==> config.mk <==
export PLATFORM = sky130hd
export DESIGN_NAME = branch_predictor_param
export DESIGN_NICKNAME = d
export VERILOG_FILES = /design/src/rtl/branch_predictor_param.sv
export SDC_FILE = /design/constraint.sdc
export NUM_CORES = 1
export LEC_CHECK = 0
export ABC_AREA = 0
export CORE_MARGIN = 2
export CORE_UTILIZATION = 50
export DETAILED_ROUTE_END_ITERATION = 16
export GPL_ROUTABILITY_DRIVEN = 0
export PLACE_DENSITY_LB_ADDON = 0.12
export SYNTH_ARGS = -nofsm -noshare
export SYNTH_HDL_FRONTEND = slang
export SYNTH_SLANG_ARGS = --single-unit
==> constraint.sdc <==
create_clock -name clk -period 5.2 [get_ports clk]
set_input_delay 1.56 -clock clk [delete_from_list [all_inputs] [get_ports clk]]
set_output_delay 1.56 -clock clk [all_outputs]
set_load 0.01 [all_outputs]
==> src/rtl/branch_predictor_param.sv <==
// Branch predictor with a table of saturating counters (bimodal or gshare-indexed) and an
// in-flight FIFO of predictions that is resolved at commit, producing a single redirect flush.
module branch_predictor_param #(
   parameter int FIFO_DEPTH  = 4,
   parameter int BHT_ENTRIES = 16,
   parameter int CNT_WIDTH   = 2,
   parameter int GHR_WIDTH   = 0,
   parameter int ADDR_WIDTH  = 32
) (
   input  logic                  clk,
   input  logic                  rst,
   input  logic                  rdy,
   input  logic                  ask_predictor,
   input  logic [ADDR_WIDTH-1:0] now_ins_addr,
   input  logic [ADDR_WIDTH-1:0] jump_addr_from_if,
   input  logic [ADDR_WIDTH-1:0] next_addr_from_if,
   output logic                  jump,
   output logic                  predictor_sgn_rdy,
   output logic                  predictor_full,
   input  logic                  branch_commit,
   input  logic                  branch_jump,
   output logic                  flush,
   output logic [ADDR_WIDTH-1:0] addr_to_if,
   output logic [31:0]           branch_cnt,
   output logic [31:0]           mispredict_cnt
);

   localparam int IDX_W = $clog2(BHT_ENTRIES);
   localparam int PTR_W = $clog2(FIFO_DEPTH);
   localparam int GHR_W = (GHR_WIDTH > 0) ? GHR_WIDTH : 1;
   localparam logic [CNT_WIDTH-1:0] CNT_INIT = CNT_WIDTH'((1 << (CNT_WIDTH - 1)) - 1);
   localparam logic [CNT_WIDTH-1:0] CNT_MAX  = '1;

   function automatic logic [CNT_WIDTH-1:0] sat_update(input logic [CNT_WIDTH-1:0] c,
                                                       input logic taken);
      if (taken) return (c == CNT_MAX) ? c : c + CNT_WIDTH'(1);
      else       return (c == '0)      ? c : c - CNT_WIDTH'(1);
   endfunction

   logic [PTR_W:0]          r_head, r_tail;
   logic [GHR_W-1:0]        r_ghr;
   logic [CNT_WIDTH-1:0]    r_bht [BHT_ENTRIES];
   logic [IDX_W-1:0]        r_fifo_idx   [FIFO_DEPTH];
   logic                    r_fifo_pred  [FIFO_DEPTH];
   logic [ADDR_WIDTH-1:0]   r_fifo_jaddr [FIFO_DEPTH];
   logic [ADDR_WIDTH-1:0]   r_fifo_naddr [FIFO_DEPTH];
   logic                    r_jump, r_sgn_rdy, r_flush;
   logic [ADDR_WIDTH-1:0]   r_addr_to_if;
   logic [31:0]             r_branch_cnt, r_mispredict_cnt;

   logic [PTR_W-1:0]        w_head_slot, w_tail_slot;
   logic                    w_empty, w_full;
   logic [IDX_W-1:0]        w_hist, w_idx, w_c_idx;
   logic                    w_pred, w_c_pred;
   logic                    w_commit, w_mispred, w_ask_ok;
   logic [ADDR_WIDTH-1:0]   w_redirect;
   logic                    w_unused_addr;

   assign w_head_slot = r_head[PTR_W-1:0];
   assign w_tail_slot = r_tail[PTR_W-1:0];
   assign w_empty     = (r_head == r_tail);
   assign w_full      = (r_head[PTR_W] != r_tail[PTR_W]) && (w_head_slot == w_tail_slot);

   // History is folded into the low index bits; bimodal builds see a constant zero.
   assign w_hist = (GHR_WIDTH > 0) ? IDX_W'(r_ghr) : '0;
   assign w_idx  = now_ins_addr[IDX_W+1:2] ^ w_hist;
   assign w_pred = r_bht[w_idx][CNT_WIDTH-1];

   assign w_c_idx    = r_fifo_idx[w_head_slot];
   assign w_c_pred   = r_fifo_pred[w_head_slot];
   assign w_commit   = rdy && branch_commit && !w_empty;
   assign w_mispred  = w_commit && (branch_jump != w_c_pred);
   assign w_ask_ok   = rdy && ask_predictor && !w_full && !w_mispred;
   assign w_redirect = branch_jump ? r_fifo_jaddr[w_head_slot] : r_fifo_naddr[w_head_slot];

   assign w_unused_addr = ^{now_ins_addr[ADDR_WIDTH-1:IDX_W+2], now_ins_addr[1:0]};

   always_ff @(posedge clk or posedge rst) begin
      if (rst) begin
         r_head           <= '0;
         r_tail           <= '0;
         r_ghr            <= '0;
         r_jump           <= 1'b0;
         r_sgn_rdy        <= 1'b0;
         r_flush          <= 1'b0;
         r_addr_to_if     <= '0;
         r_branch_cnt     <= '0;
         r_mispredict_cnt <= '0;
      end else if (rdy) begin
         r_sgn_rdy <= w_ask_ok;
         r_jump    <= w_ask_ok && w_pred;
         r_flush   <= w_mispred;
         if (w_commit) begin
            r_branch_cnt <= r_branch_cnt + 32'd1;
            r_ghr        <= (GHR_WIDTH > 0) ? GHR_W'({r_ghr, branch_jump}) : '0;
         end
         if (w_mispred) begin
            r_addr_to_if     <= w_redirect;
            r_mispredict_cnt <= r_mispredict_cnt + 32'd1;
            r_head           <= '0;
            r_tail           <= '0;
         end else begin
            r_head <= r_head + (PTR_W+1)'(w_commit);
            r_tail <= r_tail + (PTR_W+1)'(w_ask_ok);
         end
      end else begin
         r_sgn_rdy <= 1'b0;
         r_flush   <= 1'b0;
      end
   end

   always_ff @(posedge clk or posedge rst) begin
      if (rst) begin
         for (int i = 0; i < BHT_ENTRIES; i++) r_bht[i] <= CNT_INIT;
      end else if (w_commit) begin
         r_bht[w_c_idx] <= sat_update(r_bht[w_c_idx], branch_jump);
      end
   end

   // Slot payload carries no reset; occupancy is governed solely by the pointers.
   always_ff @(posedge clk) begin
      if (w_ask_ok) begin
         r_fifo_idx[w_tail_slot]   <= w_idx;
         r_fifo_pred[w_tail_slot]  <= w_pred;
         r_fifo_jaddr[w_tail_slot] <= jump_addr_from_if;
         r_fifo_naddr[w_tail_slot] <= next_addr_from_if;
      end
   end

   assign jump              = r_jump;
   assign predictor_sgn_rdy = r_sgn_rdy;
   assign predictor_full    = w_full;
   assign flush             = r_flush;
   assign addr_to_if        = r_addr_to_if;
   assign branch_cnt        = r_branch_cnt;
   assign mispredict_cnt    = r_mispredict_cnt;

endmodule

==> run_1/placement_by_type.png <==
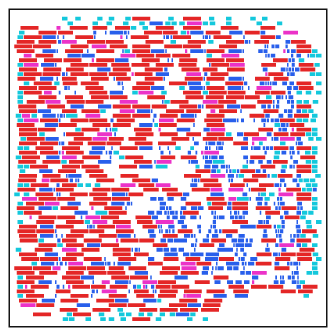
| class | colour | cells | share of their area |
|---|---|---|---|
| other buffers and delay cells | cyan | 190 | 9.7% |
| combinational and other logic | blue | 540 | 24% |
| clock drivers and dummy loads | magenta | 78 | 7.2% |
| flops | red | 413 | 59% |

==> run_1/wires.png <==
Two of the layers only.
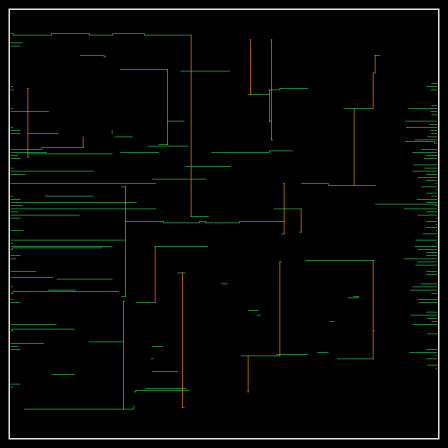
| layer | colour | wire length |
|---|---|---|
| metal 4 | orange | 593 µm |
| metal 3 | green | 1910 µm |

==> impl_metrics.toml, run 1 <==
# implementation run metrics
[critical_path]
worst-endpoint-required_ns = 5.41
cp_data_arrival_time_ns = 4.17
endpoint = "r_fifo_idx[2][3]"

[status]
outcome = "finished, final reports clean"

[cts]
cts_htree_levels = 2
total_setup_buffers_inserted_after_cts = 0

[timing]
finalWorstPathRequiredPeriod_ns = 3.96

[flow_run]
drv.max_cap_violation_count = 0

[synthesis]
avgSynthCellArea_um2 = 16.7
yosys.cell_count.top_type = "edfxtp_1"
chip_area_yosys_um2 = 16600
ys_cells = 994

[power_and_ir_drop]
p_sw_share_pct = 27.9
totalPowerFinal_mw = 9.75
power.ir.vdd_worst_uv = 314
clkPwrFrac_pct = 31.0

[drt]
initialDrtViolationCount = 516
routed_via_density = 5.42
drtAntennaViolNets = 0

[placed_design]
total_half_perimeter_wirelength_after_legalization_and_detailed_placement_mm = 19.5

[die]
design.die.area_um2 = 34600
==> run_1/io_placement.png <==
Pins as bars across the die edge, other pins in grey.
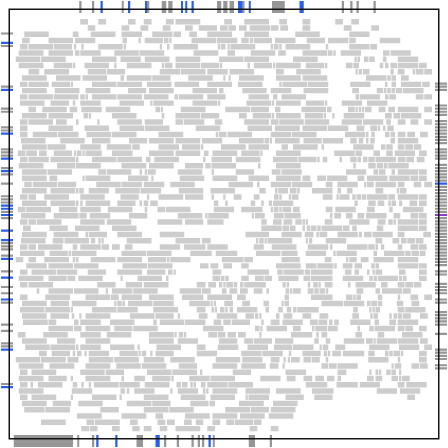
| port | colour | pins | direction | edge |
|---|---|---|---|---|
| predictor_sgn_rdy | purple | 1 | output | right |
| next_addr_from_if | blue | 32 | input | 15 left, 11 top, 5 bottom, 1 right |
all pins by edge: 72 right, 48 bottom, 46 left, 36 top
DIE WIDTH: 186 µm
die boundary height: 186 µm

## run 1: cell type report
| cell class | instances | share of cell area, % |
|---|---|---|
| flip-flops and latches | 413 | 57.8 |
| diodes | 2 | 0.0246 |
| clock inverters | 20 | 0.949 |
| well taps | 442 | 2.72 |
| repair buffers | 190 | 9.45 |
| multi-input cells | 529 | 22.8 |
| inverters | 11 | 0.222 |
| clock buffers | 58 | 6.02 |
## run 1: layer usage
layer  GRT usage (%)  part of all wire, %  wire [µm]
met1            25.6                   44      14100
met2            32.2                   49      15600
met3            4.30                  5.9       1910
met4            5.01                  1.8        593
met5               0                0.040         13
## run 1: sequential cells by signal, indices dropped and copies added, names as in the netlist
name / cells
addr_to_if: 32
branch_cnt: 32
flush: 1
jump: 1
mispredict_cnt: 32
predictor_sgn_rdy: 1
r_bht: 32
r_fifo_idx: 16
r_fifo_jaddr: 128
r_fifo_naddr: 128
r_fifo_pred: 4
r_head: 3
r_tail: 3
## run 1: power by group through the flow
| stage | Combinational [mW] | Clock (mW) | Sequential, mW |
|---|---|---|---|
| 2_1_floorplan | 1.51 | 0 | 4.41 |
| 3_3_place_gp | 2.38 | 0 | 4.40 |
| 3_5_place_dp | 2.42 | 0 | 4.41 |
| 4_1_cts | 2.43 | 3.09 | 4.36 |
| 5_1_grt | 2.61 | 3.24 | 4.41 |
| 6_report | 2.38 | 3.02 | 4.35 |
## run 1: cells by family (layout without fill, tap and decap cells)
group	Yosys count	after routing	synth area share [%]
adders and majority gates	7	7	0.514
other	0	2	0
muxes	129	129	14.0
xor gates and xnor gates	68	68	3.60
DFF	413	413	70.9
buffers and inverters	52	279	1.31
and+or+nand+nor	271	271	7.59
AOI/OAI and AO/OA	54	54	2.15
==> run_1/clk_routes.png <==
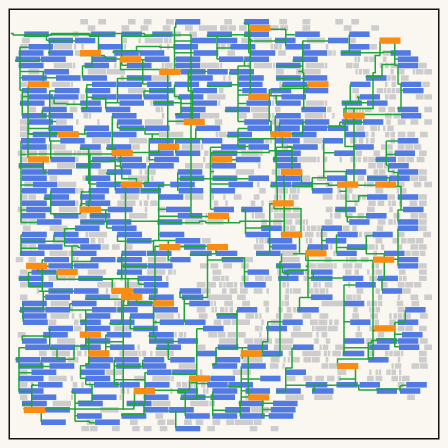

==> run 2: changes to the inputs <==
Settings changed: CORE_UTILIZATION 50 to 56.
Clock period 5.2 ns to 3.7 ns, I/O delays scaled along.
==> run_2/clk_routes.png <==
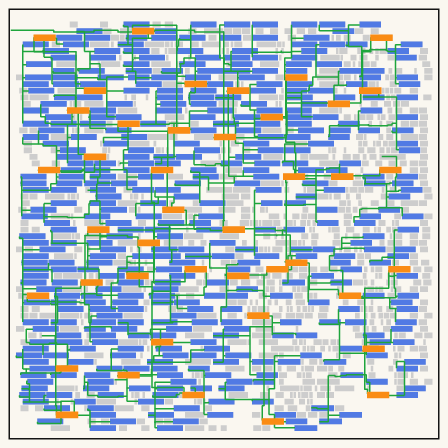
[clock drivers] orange | count: 42
[flip-flops] blue | count: 413
[clock wires] green | length: 4490 µm
routed clock nets: 43

==> run_2/placement_by_type.png <==
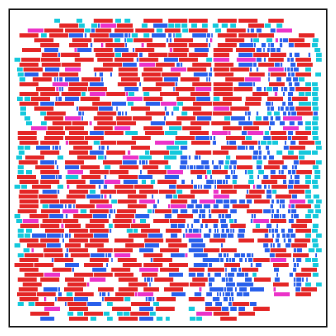
| class | colour | cells | share of their area |
|---|---|---|---|
| other buffers and delay cells | cyan | 205 | 11% |
| flops | red | 413 | 59% |
| clock drivers and dummy loads | magenta | 76 | 6.6% |
| combinational and other logic | blue | 540 | 24% |

==> run 2 against run 1 <==
  * Routed wire length grew 1.1%
  * Global-route usage grew 2.4 points
  * Sequential share of layout area is essentially flat
  * Via count grew 2.1%
  * Register-to-register slack lost 1.1 ns
  * Area after synthesis is the same
  * Sequential power grew 41%
  * Clock power grew 34%
  * Die area shrank 10%
  * Clock skew grew 0.0069 ns
  * Critical path type is now reg -> out
==> impl_metrics.toml, run 2 <==
# implementation run metrics
[synthesis]
yosysSeqAreaShare_pct = 70.9
ys_cells = 994
edf_count = 276
post_synth_num_cell_types = 43
avgSynthCellArea_um2 = 16.7
post_synth_instance_area_um2 = 16600
yosys-top-cells-count = "276 x edfxtp_1, 121 x dfrtp_1, 121 x nand2_1, 76 x mux4_2, 53 x nor2_1"
yosys.cell_count.top_type = "edfxtp_1"
chip_area_yosys_um2 = 16600

[power_and_ir_drop]
clkPwrFrac_pct = 29.8
totalPowerFinal_mw = 13.6
power.ir.vdd_worst_uv = 486
sequential_share_of_power_pct = 45.1
p_sw_share_pct = 28.0

[drt]
postRouteWirelength_mm = 32.5
routed_via_density = 5.69
initialDrtViolationCount = 674
drtPass1Iterations = 4
drtAntennaViolNets = 0

[timing]
finalWorstPathRequiredPeriod_ns = 3.51
setup_skew_ns = 0.0163
final.hold.worst_slack_ns = 0.479
max_freq_mhz = 285
timing_hold_violations_final = 0
fin_tns_setup_ns = 0
tightestPinTransition_ns = 0.937

[cts]
tritoncts_clock_tree = "built"
numClockSinks = 413
total_setup_buffers_inserted_after_cts = 0
cts_htree_levels = 2
clockRootBuffer = "clkbuf_16"

[worst_hold_path]
hold_path_class = "reg -> reg"

[critical_path]
worst-endpoint-required_ns = 2.59
cp_data_arrival_time_ns = 2.40
critPathMaxFanout = 17
timing_worst_setup_path_type = "reg -> out"

[flow_run]
drv.max_cap_violation_count = 0

[status]
outcome = "finished, final reports clean"

[die]
design.die.area_um2 = 31000
chipHeight_um = 176
floorplan.die.width_um = 176

[final_layout]
num_antenna_cells = 0
largest_registers = "r_fifo_jaddr (128), r_fifo_naddr (128)"

[placed_design]
place_worst_setup_slack_ns = 0.285
total_half_perimeter_wirelength_after_legalization_and_detailed_placement_mm = 20.2
-- run 2: cell families after synthesis --
group / Yosys count / share of synthesized area, %
DFF: 413 / 70.9
and+or+nand+nor: 271 / 7.59
muxes: 129 / 14.0
xor gates and xnor gates: 68 / 3.60
AOI/OAI and AO/OA: 54 / 2.15
buffers and inverters: 52 / 1.31
adders and majority gates: 7 / 0.514
-- run 2: final timing paths --
path                               startpoint                  to  slack [ns]
max in group asynchronous                 rst            r_bht[0]        1.79
min reg2reg                mispredict_cnt[31]  mispredict_cnt[31]        0.48
max reg2reg                         r_head[0]            r_bht[4]        0.56
min                        mispredict_cnt[31]  mispredict_cnt[31]        0.48
min in group asynchronous                 rst  mispredict_cnt[13]        1.12
max                                 r_head[1]      predictor_full        0.19
-- run 2: power groups by stage --
stage / clock [mW] / sequential [mW] / combinational (mW)
after floorplan: 0 / 6.19 / 2.13
after global placement: 0 / 6.20 / 3.39
after detailed placement: 0 / 6.23 / 3.44
after CTS: 4.15 / 6.15 / 3.47
after global routing: 4.32 / 6.23 / 3.73
final: 4.06 / 6.15 / 3.42
-- run 2: per-stage QoR --
step	instance area, µm²	util (%)
after floorplan	16600	-
after global placement	19000	65.7
after detailed placement	19000	65.7
after CTS	20300	70.2
after global routing	20300	70.2
final	20300	70.2
-- run 2: routing by layer --
metal | global-route usage, % | part of all wire [%]
met3 | 3.88 | 4.9
met1 | 30.3 | 45
met2 | 35.8 | 48
met5 | 0 | 0.083
met4 | 5.79 | 2.0
-- run 2: area by class of cell --
class,instances,area [µm²]
clock buffer,55,1120
fill,1935,8610
multi-input combinational,529,4630
timing repair buffer,205,2110
clock inverter,21,196
tap,384,480
sequential,413,11700
inverter,11,45.0
==> run_2/congestion.png <==
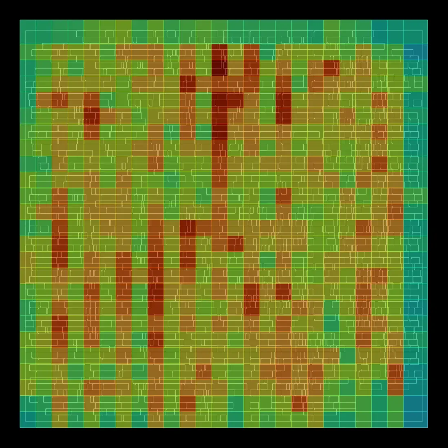

==> run 3: changes to the inputs <==
==> constraint.sdc (replaced) <==
create_clock -name clk -period 3.7 [get_ports clk]
set_input_delay 0.555 -clock clk [delete_from_list [all_inputs] [get_ports clk]]
set_output_delay 0.555 -clock clk [all_outputs]
set_load 0.01 [all_outputs]
==> run_3/congestion.png <==
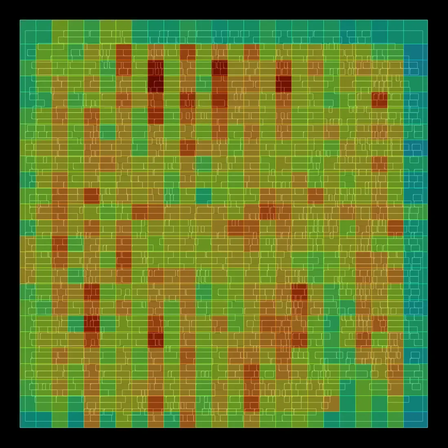
final standard cell utilization of the core: 70.1%
met1 usage in global routing: 30.4%
wire per inst: 19.8 µm
layer with the highest usage after global routing: met2

==> run 3 against run 2 <==
  * Fmax up 13%
  * Synthesized cell count stayed put
  * Utilization fell by 0.17 points
  * Clock-buffer cell count increased by 6
  * Critical path depth grew 1
  * Total power fell by 0.50%
  * Sequential share of layout area rose by 0.14 points
  * Die area unchanged
  * Worst hold slack worse by 0.0020 ns
  * Global-route usage fell by 0.20 points
  * Largest cell class unchanged
  * Largest power group unchanged
==> impl_metrics.toml, run 3 <==
# implementation run metrics
[critical_path]
critPathMaxFanout = 21
timing_worst_setup_path_type = "reg -> reg"
cp_data_arrival_time_ns = 3.59
worst-endpoint-required_ns = 4.17

[cts]
clockRootBuffer = "clkbuf_16"
numClockSinks = 413
tritoncts_clock_tree = "built"

[die]
chipHeight_um = 176
floorplan.die.width_um = 176
design.die.area_um2 = 31000

[worst_hold_path]
hold_path_class = "reg -> reg"

[timing]
fin_tns_setup_ns = 0
max_freq_mhz = 321
finalWorstPathRequiredPeriod_ns = 3.11
timing_hold_violations_final = 0
tightestPinTransition_ns = 0.981

[synthesis]
chip_area_yosys_um2 = 16600
yosys-top-cells-count = "276 x edfxtp_1, 121 x dfrtp_1, 121 x nand2_1, 76 x mux4_2, 53 x nor2_1"
simple_gate_area_share_pct = 7.59
ys_sh_adder_pct = 0.514
main_logic_family_after_synthesis = "multiplexers"
yosysSeqAreaShare_pct = 70.9
avgSynthCellArea_um2 = 16.7
ys_cells = 994
yosys.cell_count.top_type = "edfxtp_1"
multiplexer_share_pct = 14.0
synthXorXnorAreaFrac_pct = 3.60
edf_count = 276
post_synth_num_cell_types = 43

[drt]
drtPass1Iterations = 5
drtAntennaViolNets = 0
postRouteWirelength_mm = 31.9
routed_via_density = 5.70

[power_and_ir_drop]
sequential_share_of_power_pct = 45.5
power.ir.vdd_worst_uv = 447
p_sw_share_pct = 28.4
seq_power_mw = 6.16
pwr.group.combinational_mw = 3.35

[status]
outcome = "finished, final reports clean"

[placed_design]
placed_cell_area_um2 = 18900

[final_layout]
largest_registers = "r_fifo_jaddr (128), r_fifo_naddr (128)"

[flow_run]
drv.max_cap_violation_count = 0
==> run_3/clk_routes.png <==
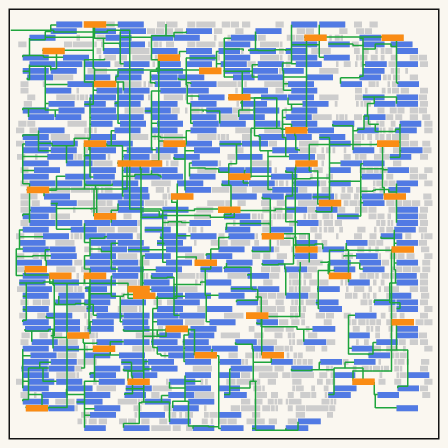
[clock drivers] orange | count: 42
[clock wires] green | length: 4520 µm
[flip-flops] blue | count: 413
flops lie: widely spread
routed clock nets: 43
share of power burned in the clock network: 29.8%
Clk Latency, worst-skew pair: 0.55 ns
Setup Skew: 0.0201 ns
total clock network power: 4.05 mW

## run 3: path summary, 6_finish.rpt
path	start	slack (ns)	to	cells after the start
min in group asynchronous	rst	0.64	mispredict_cnt[1]	2
hold reg to reg	mispredict_cnt[31]	0.48	mispredict_cnt[31]	1
hold / removal	mispredict_cnt[31]	0.48	mispredict_cnt[31]	1
setup reg to reg	r_head[0]	0.59	r_bht[2]	6
setup / recovery	r_head[0]	0.59	r_bht[2]	6
max in group asynchronous	rst	2.11	branch_cnt[26]	3
## run 3: final cells by class
class	count	area [µm²]
clock inverter	17	154
tap	384	480
fill	1878	8660
multi-input combinational	529	4630
sequential	413	11700
inverter	11	45.0
timing repair buffer	199	2040
clock buffer	61	1180
antenna	1	2.50
## run 3: cells by family (layout without fill, tap and decap cells)
kind of cell,count (synthesis),in the layout
buffers and inverters,52,288
adder cells (fa/ha/maj),7,7
XOR/XNOR,68,68
AND/OR/NAND/NOR,271,271
multiplexers,129,129
AND-OR/OR-AND,54,54
flip-flops,413,413
other,0,1
## run 3: worst reg2reg max path, cell delays in order (launching register included)
cell	delay, ns
dfrtp_4	0.64
mux4_2	0.84
mux2i_1	0.22
mux2_2	0.30
maj3_1	0.35
o22ai_1	0.44
mux2_2	0.26
## run 3: metal layers
layer | wire length (µm) | global-route usage, % | up-vias
met1 | 14100 | 30.4 | 4702
li1 | - | - | 4206
met2 | 15300 | 34.7 | 256
met5 | 0 | 0 | -
met4 | 630 | 6.06 | 0
met3 | 1880 | 4.18 | 49
## run 3: metrics by stage
step                total power, mW  setup slack, ns  hold WS [ns]
floorplan                      8.31            0.465         0.456
global placement               9.55            0.583         0.462
detailed placement             9.63            0.606         0.468
CTS                            13.7            0.551         0.479
global route                   14.2            0.385         0.506
finish                         13.6            0.585         0.477
Power and IR drop assume default switching activity.
